==> src/rtl/npu_pkg.sv <==
// Shared NPU definitions: the 128-bit microcode instruction layout, opcode
// constants, and the state encoding of the microcode loader.
package npu_pkg;

  localparam int WORD_WIDTH  = 32;
  localparam int INSTR_WIDTH = 128;

  localparam logic [7:0] OPCODE_NOP  = 8'h00;
  localparam logic [7:0] OPCODE_GEMM = 8'h01;
  localparam logic [7:0] OPCODE_CONV = 8'h02;
  localparam logic [7:0] OPCODE_ADD  = 8'h03;
  localparam logic [7:0] OPCODE_END  = 8'hFF;

  // Instruction fields, MSB to LSB; the opcode sits in lane 0, bits [7:0].
  typedef struct packed {
    logic [15:0] imm;
    logic [15:0] k;
    logic [15:0] n;
    logic [15:0] m;
    logic [15:0] src1;
    logic [15:0] src0;
    logic [15:0] dst;
    logic [7:0]  flags;
    logic [7:0]  opcode;
  } instruction_t;

  typedef enum logic [2:0] {
    LD_IDLE,
    LD_COLLECT,
    LD_WRITE,
    LD_LAUNCH,
    LD_RUN,
    LD_ERROR
  } loader_state_e;

endpackage

==> src/rtl/ucode_loader.sv <==
// Microcode loader: gathers 32-bit host words into 128-bit instructions,
// writes them to the instruction SRAM from a captured base address, then
// launches the microcode controller and waits for it to finish.
// Optional build macro UCODE_LOADER_END_CHECK_EN: the last instruction must
// carry OPCODE_END, otherwise the session ends in ERROR after writing it.
module ucode_loader
  import npu_pkg::*;
#(
  parameter int ADDR_WIDTH = 16,
  parameter int MAX_INSTR  = 1024
) (
  input  logic                  clk,
  input  logic                  rst,
  input  logic                  load_begin,
  input  logic [ADDR_WIDTH-1:0] load_base_addr,
  input  logic                  wr_valid,
  output logic                  wr_ready,
  input  logic [31:0]           wr_data,
  input  logic                  wr_last,
  output logic                  sram_wr_en,
  output logic [ADDR_WIDTH-1:0] sram_wr_addr,
  output logic [127:0]          sram_wr_data,
  output logic                  ctrl_start,
  output logic [ADDR_WIDTH-1:0] ctrl_base_addr,
  output logic [15:0]           ctrl_length,
  input  logic                  ctrl_busy,
  input  logic                  ctrl_done,
  output logic                  load_busy,
  output logic                  load_done,
  output logic                  load_error,
  output logic [15:0]           instr_count
);

  localparam logic [15:0] MAX_COUNT = 16'(MAX_INSTR);

  loader_state_e         state_q, state_d;
  logic [ADDR_WIDTH-1:0] base_q;
  logic [15:0]           count_q;
  logic [1:0]            idx_q;
  logic [127:0]          asm_q;
  logic                  last_q;
  logic                  session_open;
  logic                  launch_now;

`ifdef UCODE_LOADER_END_CHECK_EN
  instruction_t          instr;
  assign instr = instruction_t'(asm_q);
`endif

  // load_begin (re)opens a session from IDLE, COLLECT or WRITE only.
  assign session_open = load_begin &&
                        (state_q == LD_IDLE || state_q == LD_COLLECT || state_q == LD_WRITE);
  assign launch_now   = (state_q == LD_LAUNCH) && !ctrl_busy;
  assign instr_count  = count_q;

  // State register.
  always_ff @(posedge clk) begin
    // NOTE: registers are updated with <= so every flop samples pre-edge values
    // regardless of statement order; = here would create simulation races.
    if (rst) state_q <= LD_IDLE;
    else     state_q <= state_d;
  end

  // Next-state logic and state-decoded outputs.
  always_comb begin
    // NOTE: every signal gets a default before the case so no path leaves one
    // unassigned; a missing default would infer a latch.
    state_d        = state_q;
    wr_ready       = 1'b0;
    sram_wr_en     = 1'b0;
    sram_wr_addr   = '0;
    sram_wr_data   = '0;
    ctrl_start     = 1'b0;
    ctrl_base_addr = '0;
    ctrl_length    = '0;
    load_busy      = (state_q != LD_IDLE);
    load_done      = 1'b0;
    load_error     = 1'b0;

    case (state_q)
      LD_IDLE: begin
        if (load_begin) state_d = LD_COLLECT;
      end
      LD_COLLECT: begin
        wr_ready = 1'b1;
        if (load_begin) begin
          state_d = LD_COLLECT;
        end else if (wr_valid) begin
          if (idx_q != 2'd3) begin
            if (wr_last) state_d = LD_ERROR;
          end else if (count_q == MAX_COUNT) begin
            state_d = LD_ERROR;
          end else begin
            state_d = LD_WRITE;
          end
        end
      end
      LD_WRITE: begin
        sram_wr_en   = 1'b1;
        sram_wr_addr = base_q + ADDR_WIDTH'(count_q);
        sram_wr_data = asm_q;
        if (load_begin) begin
          state_d = LD_COLLECT;
        end else if (last_q) begin
`ifdef UCODE_LOADER_END_CHECK_EN
          state_d = (instr.opcode == OPCODE_END) ? LD_LAUNCH : LD_ERROR;
`else
          state_d = LD_LAUNCH;
`endif
        end else begin
          state_d = LD_COLLECT;
        end
      end
      LD_LAUNCH: begin
        if (launch_now) begin
          ctrl_start     = 1'b1;
          ctrl_base_addr = base_q;
          ctrl_length    = count_q;
          state_d        = LD_RUN;
        end
      end
      LD_RUN: begin
        ctrl_base_addr = base_q;
        ctrl_length    = count_q;
        if (ctrl_done) begin
          load_done = 1'b1;
          state_d   = LD_IDLE;
        end
      end
      LD_ERROR: begin
        load_error = 1'b1;
        state_d    = LD_IDLE;
      end
      default: state_d = LD_IDLE;
    endcase
  end

  // Session datapath: base capture, lane assembly and instruction counting.
  always_ff @(posedge clk) begin
    if (rst) begin
      // NOTE: the assembly register is ordinary flops and is cleared here; the
      // SRAM itself is never reset, it simply stops receiving writes.
      base_q  <= '0;
      count_q <= '0;
      idx_q   <= '0;
      asm_q   <= '0;
      last_q  <= 1'b0;
    end else if (session_open) begin
      base_q  <= load_base_addr;
      count_q <= '0;
      idx_q   <= '0;
      asm_q   <= '0;
      last_q  <= 1'b0;
    end else begin
      case (state_q)
        LD_COLLECT: begin
          if (wr_valid) begin
            asm_q[{idx_q, 5'd0} +: 32] <= wr_data;
            idx_q                      <= idx_q + 2'd1;
            if (idx_q == 2'd3) last_q <= wr_last;
          end
        end
        LD_WRITE: count_q <= count_q + 16'd1;
        default: ;
      endcase
    end
  end

endmodule

==> config.mk <==
export PLATFORM = sky130hd
export DESIGN_NAME = ucode_loader
export DESIGN_NICKNAME = d
export VERILOG_FILES = /design/src/rtl/npu_pkg.sv /design/src/rtl/ucode_loader.sv
export SDC_FILE = /design/constraint.sdc
export NUM_CORES = 1
export LEC_CHECK = 0
export ABC_AREA = 1
export CORE_ASPECT_RATIO = 0.7
export CORE_MARGIN = 2
export CORE_UTILIZATION = 48
export CTS_CLUSTER_SIZE = 12
export DETAILED_ROUTE_END_ITERATION = 8
export PLACE_DENSITY = 0.81
export RECOVER_POWER = 100
export SLEW_MARGIN = 20
export SYNTH_ARGS = -nofsm -noshare
export SYNTH_HDL_FRONTEND = slang
export SYNTH_SLANG_ARGS = --single-unit
==> constraint.sdc <==
create_clock -name clk -period 2.8 [get_ports clk]
set_input_delay 0.56 -clock clk [delete_from_list [all_inputs] [get_ports clk]]
set_output_delay 0.56 -clock clk [all_outputs]
set_load 0.05 [all_outputs]
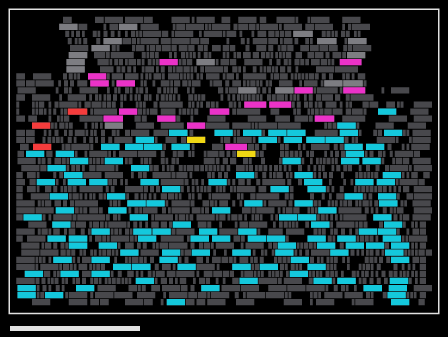
(images/registers.png)
Scale bar: 50 µm.
state_q -> red  # flops 3
asm_q -> cyan  # flops 128
instr_count -> magenta  # flops 16
idx_q -> yellow  # flops 2

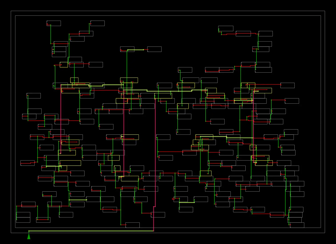
(images/final_clocks.png)
Clk power: 2.46 mW
Clock Skew: 0.01775 ns

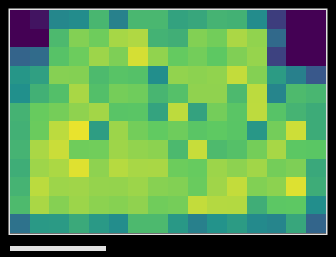
(images/density.png)
Scale bar: 50 µm. The die is cut into 16 by 12 equal tiles; dark purple is low, yellow is high, 0 to 100% covered.
mean over tiles = 68%
tiles over 75% full = 50%
nearly empty tiles = 4.7%
emptiest ninth of the die = north-east
fullest tile = 97%
fp util: 48.64%
Core Region: 0.01790 mm²
Layout Utilization: 74.88%

==> reports/qor.yml <==
floorplan:
  die_y_um: 116.7
  die-area_mm2: 0.01925
  std_cell_rows: 41
  die_x_um: 165.0
  ioPinCount: 253
worst_setup_path:
  end_kind: "output pin"
  worstReg2RegEnd: "asm_q[68]"
  crit_family: "simple AND/OR/NAND/NOR gates"
  worst-path-buf-inv: 3
  crit_chain: "ha_4 > inv_2 > fa_2 > inv_2 > nand3_2 > nand2_2 > nand2_2 > nand2_4 > nand3_2 > nand3b_1 > nand2_1 > nor2_2 > buf_12"
  cpPeakStageDelay_ns: 0.37
  required_ns: 2.24
  ff2ff_setup_slack_ns: 0.10
  slowest_stage: "fa_2"
  critPathLaunchType: "register"
  rr_startpoint: "idx_q[0]"
  critPathKind: "register to output pin"
  r2r_cells: 10
  path_max_fanout: 4
power_and_ir_drop:
  clkPwrFrac_pct: 45.8
  peakVddDrop_mv: 0.4448
  p_leak_nw: 4.978
  combPwrFrac_pct: 9.2
  internal_power_mw: 3.873
  pwr_density_cell_mw_per_mm2: 400.7
  seqPwrFrac_pct: 45.0
  power_mw: 5.372
  switching_share_pct: 27.91
  p_switching_mw: 1.500
final_layout:
  fill_cells: 1307
  num_antenna_cells: 0
  drive_gt1_share_pct: 18.91
  nets: 1636
  area_growth_syn_to_layout_pct: 53.95
  mostFrequentLayoutCell: "nor2_1"
  layout_top_cells: "nor2_1 (290), inv_1 (214), a21oi_1 (177), dfxtp_1 (154), buf_12 (137)"
clock_network:
  cts_inserted_buffers: 17
  cts_hold_buffers: 0
  clockRootBuffer: "clkbuf_16"
  worst_skew_pair.late_latency_ns: 0.44
  cts.sinks: 166
  htreeDepth: 4
  cts_tree: "yes"
sta:
  tightest_slew_ns: 1.095
  finalMaxSlewViolations: 0
  final.period_utilization_pct: 101.2
  rsz0062_at_grt: "true"
  min_period_ns: 2.833
  layout_setup_ws_ns: -0.03345
  fmax_ghz: 0.3529
  hold_viol_final: 0
  slew_headroom_pct: 27.01
  setup_viol: 3
global_routing:
  grt_pass1_vias: 8417
  track_usage_pct: 30.65
  grt-ovfl-total: 0
  grt_start_max_net_pins: 69
  grt_pass1_wl_mm: 45.42
  grt_antenna_before_repair: 0
placement:
  hpwl_mm: 22.06
  io_buffers: 252
  finalWeightedCongestion: 1.012
synthesis:
  fp_nets: 1419
  synth-seq-cells: 166
  ys_chip_area_mm2: 0.008708
  avgSynthCellArea_um2: 6.494
  top_cell_area_share_pct: 38.16
  synth.largest_area_cell: "dfxtp_1"
  syn_inst: 1341
  synth.distinct_cells: 33
  synth_area_mm2: 0.008708
  topCellsByArea: "dfxtp_1 (38%), nor2_1 (13%), a21oi_1 (11%)"
  yosys_warnings: 0
  ys_cells: 1341
job:
  tool_warnings: 34
  maxCapViolCount: 0
detailed_routing:
  wl_mm: 30.49
  ant_nets: 0
  drc: 0
  vias_per_cell: 5.316
  first_pass_iters: 6
  drt_iter0_drc: 1069
hold_path:
  hold_path.startpoint: "asm_q[40]"
  hold_end: "asm_q[40]"
  holdPathStages: 2
  hp-class: "register to register"
run_status:
  status: "finished, violations left"
  violations: "negative setup slack"
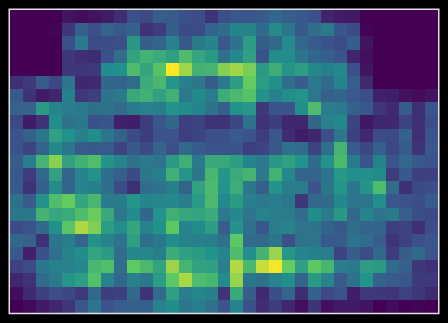
(images/wire_density.png)
The die is cut into 33 by 23 equal tiles; dark purple is low, yellow is high, scaled to the fullest tile. Values are wire area over tile area, all layers added.
mean over tiles = 0.26
tiles over half the peak = 21%
fullest tile = 0.77
via count: 9606
routed len/inst: 16.87 µm

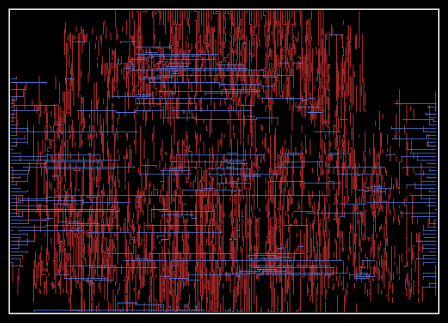
(images/metal_stack.png)
Only two layers are drawn.
met3 -> blue  # wire length 2950 µm
met2 -> red  # wire length 13100 µm

[cells in the mapped netlist]
master    number
nand3b_1       1
clkbuf_1      31
nand2_2        4
buf_4         11
o21bai_1       1
nor3_1        14
a21boi_0       1
inv_2          3
nor3b_1        2
a211oi_1      38
a21o_1         1
dfxtp_1      166
xnor2_1        2
nor4_1         1
a31oi_1        2
nand3_1       31
fa_1           1
nand3_2        1
buf_2         33
inv_1        217
a21oi_1      183
nand2_1      141
nor2_2         3
ha_1          22
nor2_8         1
nor2_1       301
xor2_1         1
buf_6          1
o21ai_1       16
nand4_1        5
o21ai_0      102
and3_1         1
clkinv_1       3
[through the flow]
stage | cells | TNS (ns) | hold slack [ns] | worst slack [ns] | instance area, µm²
after global placement | 1771 | 0 | 0.4390 | 0.2649 | 12610
final | 1807 | -0.05110 | 0.4551 | -0.03345 | 13410
after CTS | 1805 | -0.01806 | 0.4545 | -0.01806 | 13290
after detailed placement | 1771 | 0 | 0.4439 | 0.1726 | 12610
after global routing | 1807 | -0.5167 | 0.4721 | -0.1186 | 13410
after floorplan | 1341 | -6.436 | 0.4294 | -0.2138 | 8746
[flip-flops by register name, summed over array words and instances, names as in the netlist]
signal and flops:
asm_q 128, base_q 16, idx_q 2, instr_count 16, last_q 1, state_q 3
[worst max-delay path by stage]
stage	from	endpoint	slack, ns	cells after the start
5_1_grt	instr_count[0]	sram_wr_addr[14]	-0.12	13
6_report	instr_count[0]	sram_wr_addr[10]	-0.03	13
2_1_floorplan	state_q[0]	ctrl_base_addr[0]	-0.21	7
3_5_place_dp	instr_count[0]	sram_wr_addr[10]	0.17	13
4_1_cts	base_q[0]	sram_wr_addr[10]	-0.02	13
3_3_place_gp	instr_count[0]	sram_wr_addr[10]	0.26	13
[cell families after synthesis]
family | Yosys count | synth area share (%)
and+or+nand+nor | 506 | 23.25
AOI/OAI and AO/OA | 344 | 20.98
buffers and inverters | 299 | 13.92
DFF | 166 | 38.16
adders and majority gates | 23 | 3.391
xor gates and xnor gates | 3 | 0.3018
[repair_timing]
| item | 4_1_cts | 5_1_grt |
|---|---|---|
| buffers inserted | 2 | 1 |
| pin swaps | 3 | 11 |
| gates resized | 16 | 44 |
| setup endpoints to repair | 14 | 32 |
| gates cloned | 0 | 1 |
[metal layers]
metal / vias up / wire [µm] / track usage (%)
met5: - / 0 / 0
met4: 0 / 723 / 10.03
met3: 46 / 2949 / 6.854
met2: 470 / 13070 / 44.31
met1: 4419 / 13750 / 45.05
li1: 4671 / - / -
[final cells by class]
type,instances,area (µm²),share of cell area [%]
clock buffers,17,425.4,3.173
clock inverters,15,207.7,1.549
inverters,223,839.6,6.262
multi-input cells,877,4349,32.44
flip-flops and latches,166,3351,24.99
well taps,236,295.3,2.203
repair buffers,273,3939,29.38
[power groups by stage]
stage / Clock (mW) / Combinational (mW) / Sequential, mW
2_1_floorplan: 0 / 0.280 / 2.47
3_3_place_gp: 0 / 0.461 / 2.47
3_5_place_dp: 0 / 0.469 / 2.48
4_1_cts: 2.48 / 0.473 / 2.42
5_1_grt: 2.57 / 0.534 / 2.42
6_report: 2.46 / 0.492 / 2.42
Power figures rest on the tool's default switching activity, not on a simulated workload.
